===== src/rtl/alarm_timer_if.sv =====
// Request/status and parameter-store signals of the alarm timer.
// slave: the timer itself; master: alarm FSM plus parameter store.
interface alarm_timer_if;
   logic       start;
   logic [1:0] start_sel;
   logic       start_x2;
   logic       cancel;
   logic [3:0] value;
   logic [1:0] interval;
   logic       busy;
   logic       expired;
   logic       sec_tick;
   logic [4:0] remaining;

   modport master (
      output start, start_sel, start_x2, cancel, value,
      input  interval, busy, expired, sec_tick, remaining
   );

   modport slave (
      input  start, start_sel, start_x2, cancel, value,
      output interval, busy, expired, sec_tick, remaining
   );
endinterface


===== src/rtl/alarm_timer.sv =====
// Seconds countdown for the alarm FSM: selects an interval, loads its value one cycle after start,
// pulses sec_tick each second and expired on reaching zero. No backpressure; cancel beats start.
module alarm_timer #(
   parameter int TICKS_PER_SEC = 50000000,
   parameter int PRESC_W       = 26
) (
   input logic         clock,
   input logic         reset,
   alarm_timer_if.slave tif
);

   typedef enum logic [1:0] {IDLE, LOAD, COUNT} state_t;

   state_t             state;
   state_t             state_nxt;
   logic [PRESC_W-1:0] presc;
   logic [1:0]         interval_q;
   logic               x2_q;
   logic [4:0]         remaining_q;
   logic               expired_q;
   logic               sec_tick_q;
   logic               busy_c;
   logic [4:0]         load_dur;
   logic               tick_hit;
   logic               last_tick;

   // value is only trusted in LOAD, once interval has been stable for a cycle
   assign load_dur  = x2_q ? {tif.value, 1'b0} : {1'b0, tif.value};
   assign tick_hit  = (state == COUNT) && (presc == PRESC_W'(TICKS_PER_SEC - 1));
   assign last_tick = tick_hit && (remaining_q == 5'd1);

   always_ff @(posedge clock or negedge reset) begin
      if (!reset) begin
         state <= IDLE;
      end else begin
         state <= state_nxt;
      end
   end

   always_comb begin
      state_nxt = state;
      if (tif.cancel) begin
         state_nxt = IDLE;
      end else if (tif.start) begin
         state_nxt = LOAD;
      end else begin
         case (state)
            LOAD:    state_nxt = (load_dur == 5'd0) ? IDLE : COUNT;
            COUNT:   state_nxt = last_tick ? IDLE : COUNT;
            default: state_nxt = IDLE;
         endcase
      end
   end

   always_comb begin
      busy_c = (state != IDLE);
   end

   always_ff @(posedge clock or negedge reset) begin
      if (!reset) begin
         interval_q  <= 2'b00;
         x2_q        <= 1'b0;
         remaining_q <= 5'd0;
         presc       <= '0;
         expired_q   <= 1'b0;
         sec_tick_q  <= 1'b0;
      end else begin
         expired_q  <= 1'b0;
         sec_tick_q <= 1'b0;
         if (tif.cancel) begin
            remaining_q <= 5'd0;
            presc       <= '0;
         end else if (tif.start) begin
            // a retrigger drops the old countdown; its pending tick never fires
            interval_q <= tif.start_sel;
            x2_q       <= tif.start_x2;
            presc      <= '0;
         end else begin
            case (state)
               LOAD: begin
                  remaining_q <= load_dur;
                  presc       <= '0;
                  expired_q   <= (load_dur == 5'd0);
               end
               COUNT: begin
                  if (tick_hit) begin
                     presc      <= '0;
                     sec_tick_q <= 1'b1;
                     expired_q  <= last_tick;
                     if (remaining_q != 5'd0) begin
                        remaining_q <= remaining_q - 5'd1;
                     end
                  end else begin
                     presc <= presc + PRESC_W'(1);
                  end
               end
               default: begin
               end
            endcase
         end
      end
   end

   assign tif.interval  = interval_q;
   assign tif.busy      = busy_c;
   assign tif.expired   = expired_q;
   assign tif.sec_tick  = sec_tick_q;
   assign tif.remaining = remaining_q;

endmodule


===== src/flat_wrapper.sv =====
// flat-port wrapper written by rule: the top's interface ports become plain ports
module alarm_timer_flat 
#(
   parameter int TICKS_PER_SEC = 50000000,
   parameter int PRESC_W       = 26
)
  (clock, reset, tif_start, tif_start_sel, tif_start_x2, tif_cancel, tif_value, tif_interval, tif_busy, tif_expired, tif_sec_tick, tif_remaining);
  alarm_timer_if tif_i ();
  input logic clock;
  input logic reset;
  input wire logic [$bits(tif_i.start)-1:0] tif_start;
  input wire logic [$bits(tif_i.start_sel)-1:0] tif_start_sel;
  input wire logic [$bits(tif_i.start_x2)-1:0] tif_start_x2;
  input wire logic [$bits(tif_i.cancel)-1:0] tif_cancel;
  input wire logic [$bits(tif_i.value)-1:0] tif_value;
  output wire logic [$bits(tif_i.interval)-1:0] tif_interval;
  output wire logic [$bits(tif_i.busy)-1:0] tif_busy;
  output wire logic [$bits(tif_i.expired)-1:0] tif_expired;
  output wire logic [$bits(tif_i.sec_tick)-1:0] tif_sec_tick;
  output wire logic [$bits(tif_i.remaining)-1:0] tif_remaining;
  assign tif_i.start = tif_start;
  assign tif_i.start_sel = tif_start_sel;
  assign tif_i.start_x2 = tif_start_x2;
  assign tif_i.cancel = tif_cancel;
  assign tif_i.value = tif_value;
  assign tif_interval = tif_i.interval;
  assign tif_busy = tif_i.busy;
  assign tif_expired = tif_i.expired;
  assign tif_sec_tick = tif_i.sec_tick;
  assign tif_remaining = tif_i.remaining;
  alarm_timer #(.TICKS_PER_SEC(TICKS_PER_SEC), .PRESC_W(PRESC_W)) u_core (.clock(clock), .reset(reset), .tif(tif_i));
endmodule

===== config.mk =====
export PLATFORM = sky130hd
export DESIGN_NAME = alarm_timer_flat
export DESIGN_NICKNAME = d
export VERILOG_FILES = /design/src/rtl/alarm_timer_if.sv /design/src/rtl/alarm_timer.sv /design/src/flat_wrapper.sv
export SDC_FILE = /design/constraint.sdc
export NUM_CORES = 1
export LEC_CHECK = 0
export CORE_MARGIN = 2
export CORE_UTILIZATION = 25
export DETAILED_ROUTE_END_ITERATION = 6
export RECOVER_POWER = 50
export REMOVE_ABC_BUFFERS = 1
export SYNTH_ARGS = -nofsm -noshare
export SYNTH_HDL_FRONTEND = slang
export SYNTH_SLANG_ARGS = --single-unit

===== constraint.sdc =====
create_clock -name clock -period 2.2 [get_ports clock]
set_clock_uncertainty 0.05 [all_clocks]
set_input_delay 0.44 -clock clock [delete_from_list [all_inputs] [get_ports clock]]
set_output_delay 0.44 -clock clock [all_outputs]
set_load 0.1 [all_outputs]

==> impl_metrics.json, run 1 <==
{
  "outcome": "completed",
  "cp_max_fo": 4,
  "yosys.area_share.aoi_pct": 22.03,
  "power.share.sequential_pct": 44.5,
  "max_slew_margin_pct": 33.78,
  "power_per_cell_area_nw_per_um2": 554.5,
  "unrepaired_setup_endpoints_after_global_routing": "yes",
  "timing.critical_path.to": "u_core.tif.remaining[3]$_DFFE_PN0P_",
  "layout_setup_ws_ns": 0.04618,
  "met3_wirelength_um": 288,
  "met2_usage_pct": 18.38,
  "fmaxAchievable_mhz": 464.3,
  "cts_root_buffer": "sky130_fd_sc_hd__clkbuf_8",
  "row_count": 35,
  "post_synth_main_area_contributors": "sky130_fd_sc_hd__dfrtp_1 41%, sky130_fd_sc_hd__a31oi_1 5.4%, sky130_fd_sc_hd__nand2_1 4.8%",
  "largest_class": "logic gates",
  "post_cts_repair_resize_count": 2,
  "hp-class": "input pin to asynchronous set/reset pin",
  "fin_nets": 326,
  "synth_cell_type_count": 55,
  "cp_class": "flip-flop to flip-flop",
  "pwr.group.sequential_mw": 0.741,
  "synth_stat.cells": 258,
  "worstSetupStartpointType": "flip-flop",
  "yosys-dominant-comb-family": "simple AND/OR/NAND/NOR gates",
  "final_cells": 420,
  "num-nonclk-buffers": 56,
  "synthMostInstantiatedCell": "sky130_fd_sc_hd__dfrtp_1",
  "postSynthAreaPerCell_um2": 9.025,
  "p_sw_share_pct": 30.66,
  "synth.yosys.seq_area_share_pct": 40.84,
  "pg_clk_mw": 0.612,
  "crit_cells": 7,
  "number_of_buffers_inserted_to_repair_setup_after_cts": 0,
  "met2_wirelength_um": 2658,
  "synth_top_flop_cell": "sky130_fd_sc_hd__dfrtp_1",
  "grt_antenna_before_repair": 0,
  "clock_buffers": 6,
  "register_area_um2": 952.2,
  "clock_tree_from_tritoncts": "yes",
  "largestPowerGroup": "sequential cells",
  "detail-route-antenna-nets": 0,
  "powerComb_mw": 0.312,
  "htree_levels": 2,
  "registers.top_by_ff_count": "u_core.presc",
  "grt_pass1_wl_um": 9853,
  "fp_util_pct": 25.44,
  "count_of_buffers_inserted_at_the_top_level_ports": 20,
  "cts-buffers-inserted": 5,
  "tightest_slew_ns": 0.9934,
  "design.seq.count": 38,
  "placed_cells": 409,
  "count_of_flip_flops_with_a_built_in_enable_after_synthesis": 0,
  "synthMuxAreaShare_pct": 2.740,
  "ios": 21,
  "final_layout_size_suffix_gt1_share_pct": 25.57,
  "share_of_flip_flops_with_an_asynchronous_set_or_reset_after_synthesis_pct": 100.0,
  "final_cell_mix": "41 x sky130_fd_sc_hd__buf_4, 37 x sky130_fd_sc_hd__dfrtp_1, 29 x sky130_fd_sc_hd__nand2_1",
  "post-route-drc-count": 0,
  "crit_path_start": "u_core.state[0]$_DFF_PN0_",
  "dpl_cell_area_um2": 2853,
  "ys_sh_xor_pct": 0,
  "r2r.worst_path.cells": 7,
  "layout.filler_cells": 939,
  "cts_buffer_depth": 2,
  "fin_crit_sh_pct": 97.90,
  "comb_share_pct": 43.79,
  "tapCellCount": 111,
  "utilization_after_layout_pct": 32.81,
  "via_count_of_the_first_global_routing_pass": 2035,
  "top_layer_used": "met4",
  "design.die.area_um2": 10100,
  "synth_flops": 38,
  "logic_area_um2": 1315,
  "timing.final.crit_period_ns": 2.154,
  "antenna_cells": 0,
  "setup-tns-final_ns": 0,
  "netSwitchingPower_mw": 0.5105,
  "cell_count_after_synthesis": 258,
  "final_max_slew_viol_count": 0,
  "drv.max_cap_violation_count": 0,
  "worstSetupEndpointType": "flip-flop",
  "r2r-end": "u_core.tif.remaining[3]$_DFFE_PN0P_",
  "final-setup-viol-count": 0,
  "syn_to_final_growth_pct": 28.96,
  "global_route.usage.met1_pct": 17.66,
  "leakage_nw": 1.266,
  "placement.setup.worst_slack_ns": -0.09042,
  "critPathBufInv": 1,
  "clockNetworkAreaShare_pct": 3.667,
  "intPower_mw": 1.155,
  "met1_length_um": 2921,
  "gp_congestion": 0.8666,
  "final-hold-violation-count": 0,
  "cts.clk_slew.worst_paths_ns": 0.08,
  "post_syn_area_um2": 2328,
  "path_delay_family": "simple AND/OR/NAND/NOR gates",
  "share_comb_of_total_power_pct": 18.7,
  "globalRoute.busiestLayer": "met2",
  "cp_data_required_time_ns": 2.34,
  "synth.top_cell.area_share_pct": 40.84,
  "timing.critical_path.slowest_cell_delay_ns": 0.46,
  "critPathArrivalTime_ns": 2.30,
  "p_clk_share_pct": 36.7,
  "ys_chip_area_um2": 2328,
  "largest_register_ffs": 26,
  "nonClockInverterCount": 8,
  "simple_gate_fraction_of_synth_area_pct": 26.33,
  "worst_skew_pair.late_latency_ns": 0.30,
  "violation_count_after_the_first_detailed_route_iteration": 132,
  "yosysTopAreaCell": "sky130_fd_sc_hd__dfrtp_1",
  "fin_hold_ws_ns": 0.3266,
  "synthAdderAreaFrac_pct": 3.761,
  "seq-cell-share_pct": 31.71,
  "yosys-top-cells-count": "38 x sky130_fd_sc_hd__dfrtp_1, 30 x sky130_fd_sc_hd__nand2_1, 20 x sky130_fd_sc_hd__a31oi_1",
  "timing.reg2reg.setup_slack_ns": 0.05
}
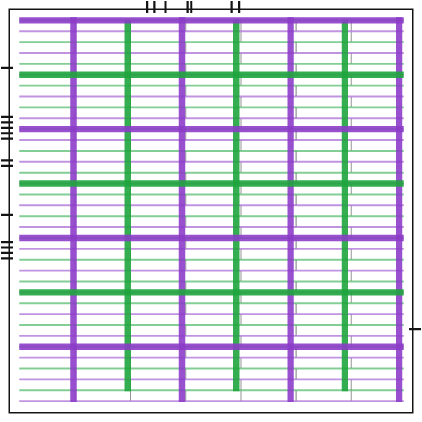
*Supply network, run 1*
Scale: 4 px per um. Pins as bars on the die edge. Tap cells in grey.
purple -> VSS
green -> VDD
rows = 35
met5 straps = 7
Horiz. Die Dim: 100.5 um
worst-case vdd ir drop: 0.2553 mV
vertical die dimension: 100.5 um
area inside the core boundary: 9153 um2

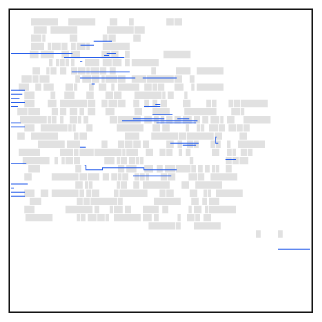
*Metal 3, run 1*
Scale: 3 px per um. Cells faint in the background.
main direction = horizontal
wire length on this layer = 288 um
wirelength, routed: 5917 um
met3 GRT Util: 3.537%
total via count in the routed design: 2203

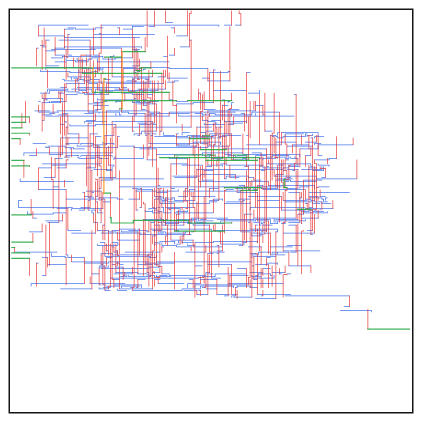
*Metal layers overlaid, run 1*
Scale: 4 px per um.
orange -> metal 4  # wire length 49.0 um
green -> metal 3  # wire length 288 um
red -> metal 2  # wire length 2660 um
blue -> metal 1  # wire length 2920 um
Routed WL per cell: 14.09 um
Tot GR Track Use: 12.28%

### Clock nets, run 1

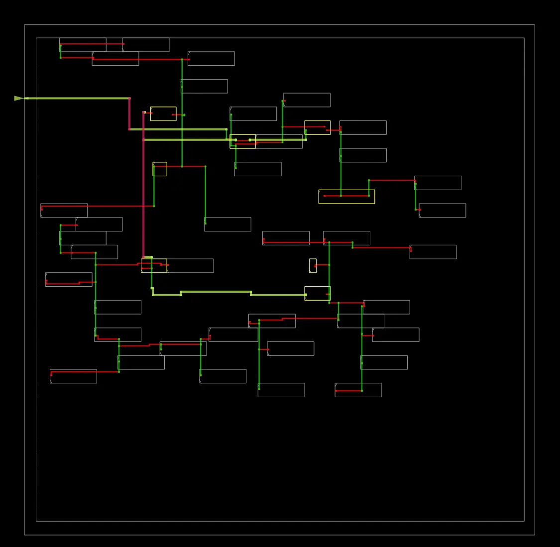

==> inputs of run 2 (changes only) <==
- CORE_MARGIN: 2 -> 1.5
- SLEW_MARGIN: unset -> 25
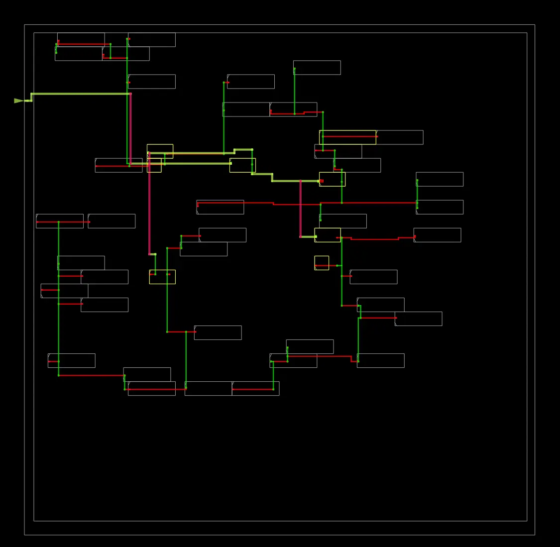
*Clock nets, run 2*
clock buffers: 5
flip-flops: 38
TritonCTS sink count: 38
insertion delay to the later sink of the worst-skew pair: 0.30 ns

==> run 2 against run 1 <==
- the run now ends with negative setup slack left
- first-iteration DRC count is 9.8% higher
- synthesized cell count stayed put
- die area is 2.0% lower
- highest routed layer unchanged
==> impl_metrics.json, run 2 <==
{
  "timing.critical_path.to": "u_core.tif.remaining[3]$_DFFE_PN0P_",
  "fin_hold_ws_ns": 0.2384,
  "hp-class": "input pin to asynchronous set/reset pin",
  "cts_root_buffer": "sky130_fd_sc_hd__clkbuf_8",
  "simple_gate_fraction_of_synth_area_pct": 26.33,
  "cp_max_fo": 4,
  "die.size.y_um": 99.51,
  "failed_checks": "negative setup slack",
  "synth_cell_type_count": 55,
  "yosysTopAreaCell": "sky130_fd_sc_hd__dfrtp_1",
  "irDropWorstVdd_mv": 0.3209,
  "drv.max_cap_violation_count": 0,
  "crit_cells": 8,
  "largestPowerGroup": "sequential cells",
  "p_clk_share_pct": 36.5,
  "detail-route-antenna-nets": 0,
  "critPathArrivalTime_ns": 2.37,
  "gr-usage-all-layers_pct": 13.04,
  "share_comb_of_total_power_pct": 19.3,
  "fmaxAchievable_mhz": 447.6,
  "powerComb_mw": 0.324,
  "final_layout_size_suffix_gt1_share_pct": 27.10,
  "p_sw_share_pct": 31.14,
  "placement.setup.worst_slack_ns": -0.1079,
  "cp_data_required_time_ns": 2.34,
  "layout.filler_cells": 932,
  "met3_wirelength_um": 333,
  "post_cts_repair_resize_count": 2,
  "grt_pass1_wl_um": 10410,
  "synthAdderAreaFrac_pct": 3.761,
  "layout_top_cell": "sky130_fd_sc_hd__buf_4",
  "leakage_nw": 1.307,
  "synth_flops": 38,
  "path_delay_family": "simple AND/OR/NAND/NOR gates",
  "timing.reg2reg.setup_slack_ns": -0.03,
  "fin_nets": 327,
  "cell_count_after_synthesis": 258,
  "fp_util_pct": 25.44,
  "clockNetworkAreaShare_pct": 3.662,
  "logic_gate_count": 199,
  "number_of_buffers_inserted_to_repair_setup_after_cts": 1,
  "yosys-dominant-comb-family": "simple AND/OR/NAND/NOR gates",
  "pg_clk_mw": 0.615,
  "pwr.group.sequential_mw": 0.744,
  "final_cells": 421,
  "layout_setup_ws_ns": -0.03425,
  "worstSetupStartpointType": "flip-flop",
  "share_of_flip_flops_with_an_asynchronous_set_or_reset_after_synthesis_pct": 100.0,
  "met2_wirelength_um": 2865,
  "utilization_after_layout_pct": 33.97,
  "violation_count_after_the_first_detailed_route_iteration": 145,
  "postSynthAreaPerCell_um2": 9.025,
  "tapCellCount": 111,
  "cts_buffer_depth": 2,
  "gp_congestion": 0.8659,
  "post-route-drc-count": 0,
  "synthesis.yosys.warnings": 0,
  "vias": 2231,
  "register_area_um2": 950.9,
  "ys_chip_area_um2": 2328,
  "count_of_flip_flops_with_a_built_in_enable_after_synthesis": 0,
  "netSwitchingPower_mw": 0.5241,
  "registers.top_by_ff_count": "u_core.presc",
  "htree_levels": 2,
  "cts.clk_slew.worst_paths_ns": 0.08,
  "cts-buffers-inserted": 5,
  "synthMostInstantiatedCell": "sky130_fd_sc_hd__dfrtp_1",
  "globalRoute.busiestLayer": "met2",
  "post_syn_area_um2": 2328,
  "ys_sh_xor_pct": 0,
  "synth.yosys.seq_area_share_pct": 40.84,
  "die_w_um": 99.51,
  "dpl_cell_area_um2": 2838,
  "largest_register_ffs": 26,
  "largest_class": "logic gates",
  "final-hold-violation-count": 0,
  "tightest_slew_ns": 1.016,
  "ios": 21,
  "wl_per_cell_um": 15.08,
  "outcome": "finished with violations",
  "final-setup-viol-count": 4,
  "yosys.area_share.aoi_pct": 22.03,
  "num-nonclk-buffers": 57,
  "critPathBufInv": 2,
  "synthMuxAreaShare_pct": 2.740,
  "r2r.worst_path.cells": 8,
  "design.die.area_um2": 9902,
  "met2_usage_pct": 19.76,
  "synth.top_cell.area_share_pct": 40.84,
  "grt_antenna_before_repair": 0,
  "timing.final.crit_period_ns": 2.234,
  "final_max_slew_viol_count": 0,
  "unrepaired_setup_endpoints_after_global_routing": "yes",
  "nonClockInverterCount": 8,
  "row_count": 35,
  "logic_area_um2": 1390,
  "final_cell_mix": "40 x sky130_fd_sc_hd__buf_4, 38 x sky130_fd_sc_hd__dfrtp_1, 30 x sky130_fd_sc_hd__nand2_1",
  "seq-cell-share_pct": 30.58,
  "buf_share_pct": 15.61,
  "yosys-top-cells-count": "38 x sky130_fd_sc_hd__dfrtp_1, 30 x sky130_fd_sc_hd__nand2_1, 20 x sky130_fd_sc_hd__a31oi_1",
  "met1_length_um": 3052,
  "placed_cells": 407,
  "r2r-end": "u_core.tif.remaining[3]$_DFFE_PN0P_",
  "top_layer_used": "met4",
  "synth_stat.cells": 258,
  "power.share.sequential_pct": 44.2,
  "timing.critical_path.slowest_cell_delay_ns": 0.46,
  "syn_to_final_growth_pct": 33.53,
  "count_of_buffers_inserted_at_the_top_level_ports": 20,
  "global_route.usage.met1_pct": 18.82,
  "max_slew_margin_pct": 32.28,
  "core_area_um2": 9153,
  "worstSetupEndpointType": "flip-flop",
  "clock_tree_from_tritoncts": "yes",
  "cp_class": "flip-flop to flip-flop",
  "antenna_cells": 0,
  "intPower_mw": 1.159,
  "fin_crit_sh_pct": 101.6,
  "crit_path_start": "u_core.state[0]$_DFF_PN0_"
}
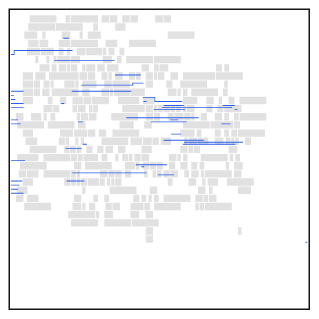
*Metal 3, run 2*
Scale: 3 px per um. Cells faint in the background.
nets with wire on the layer = 36
wire length on this layer = 333 um
share of all routed wire = 5.3%
wirelength, routed: 6350 um
met3 GRT Util: 2.600%

Power figures rest on the tool's default switching activity, not on a simulated workload.
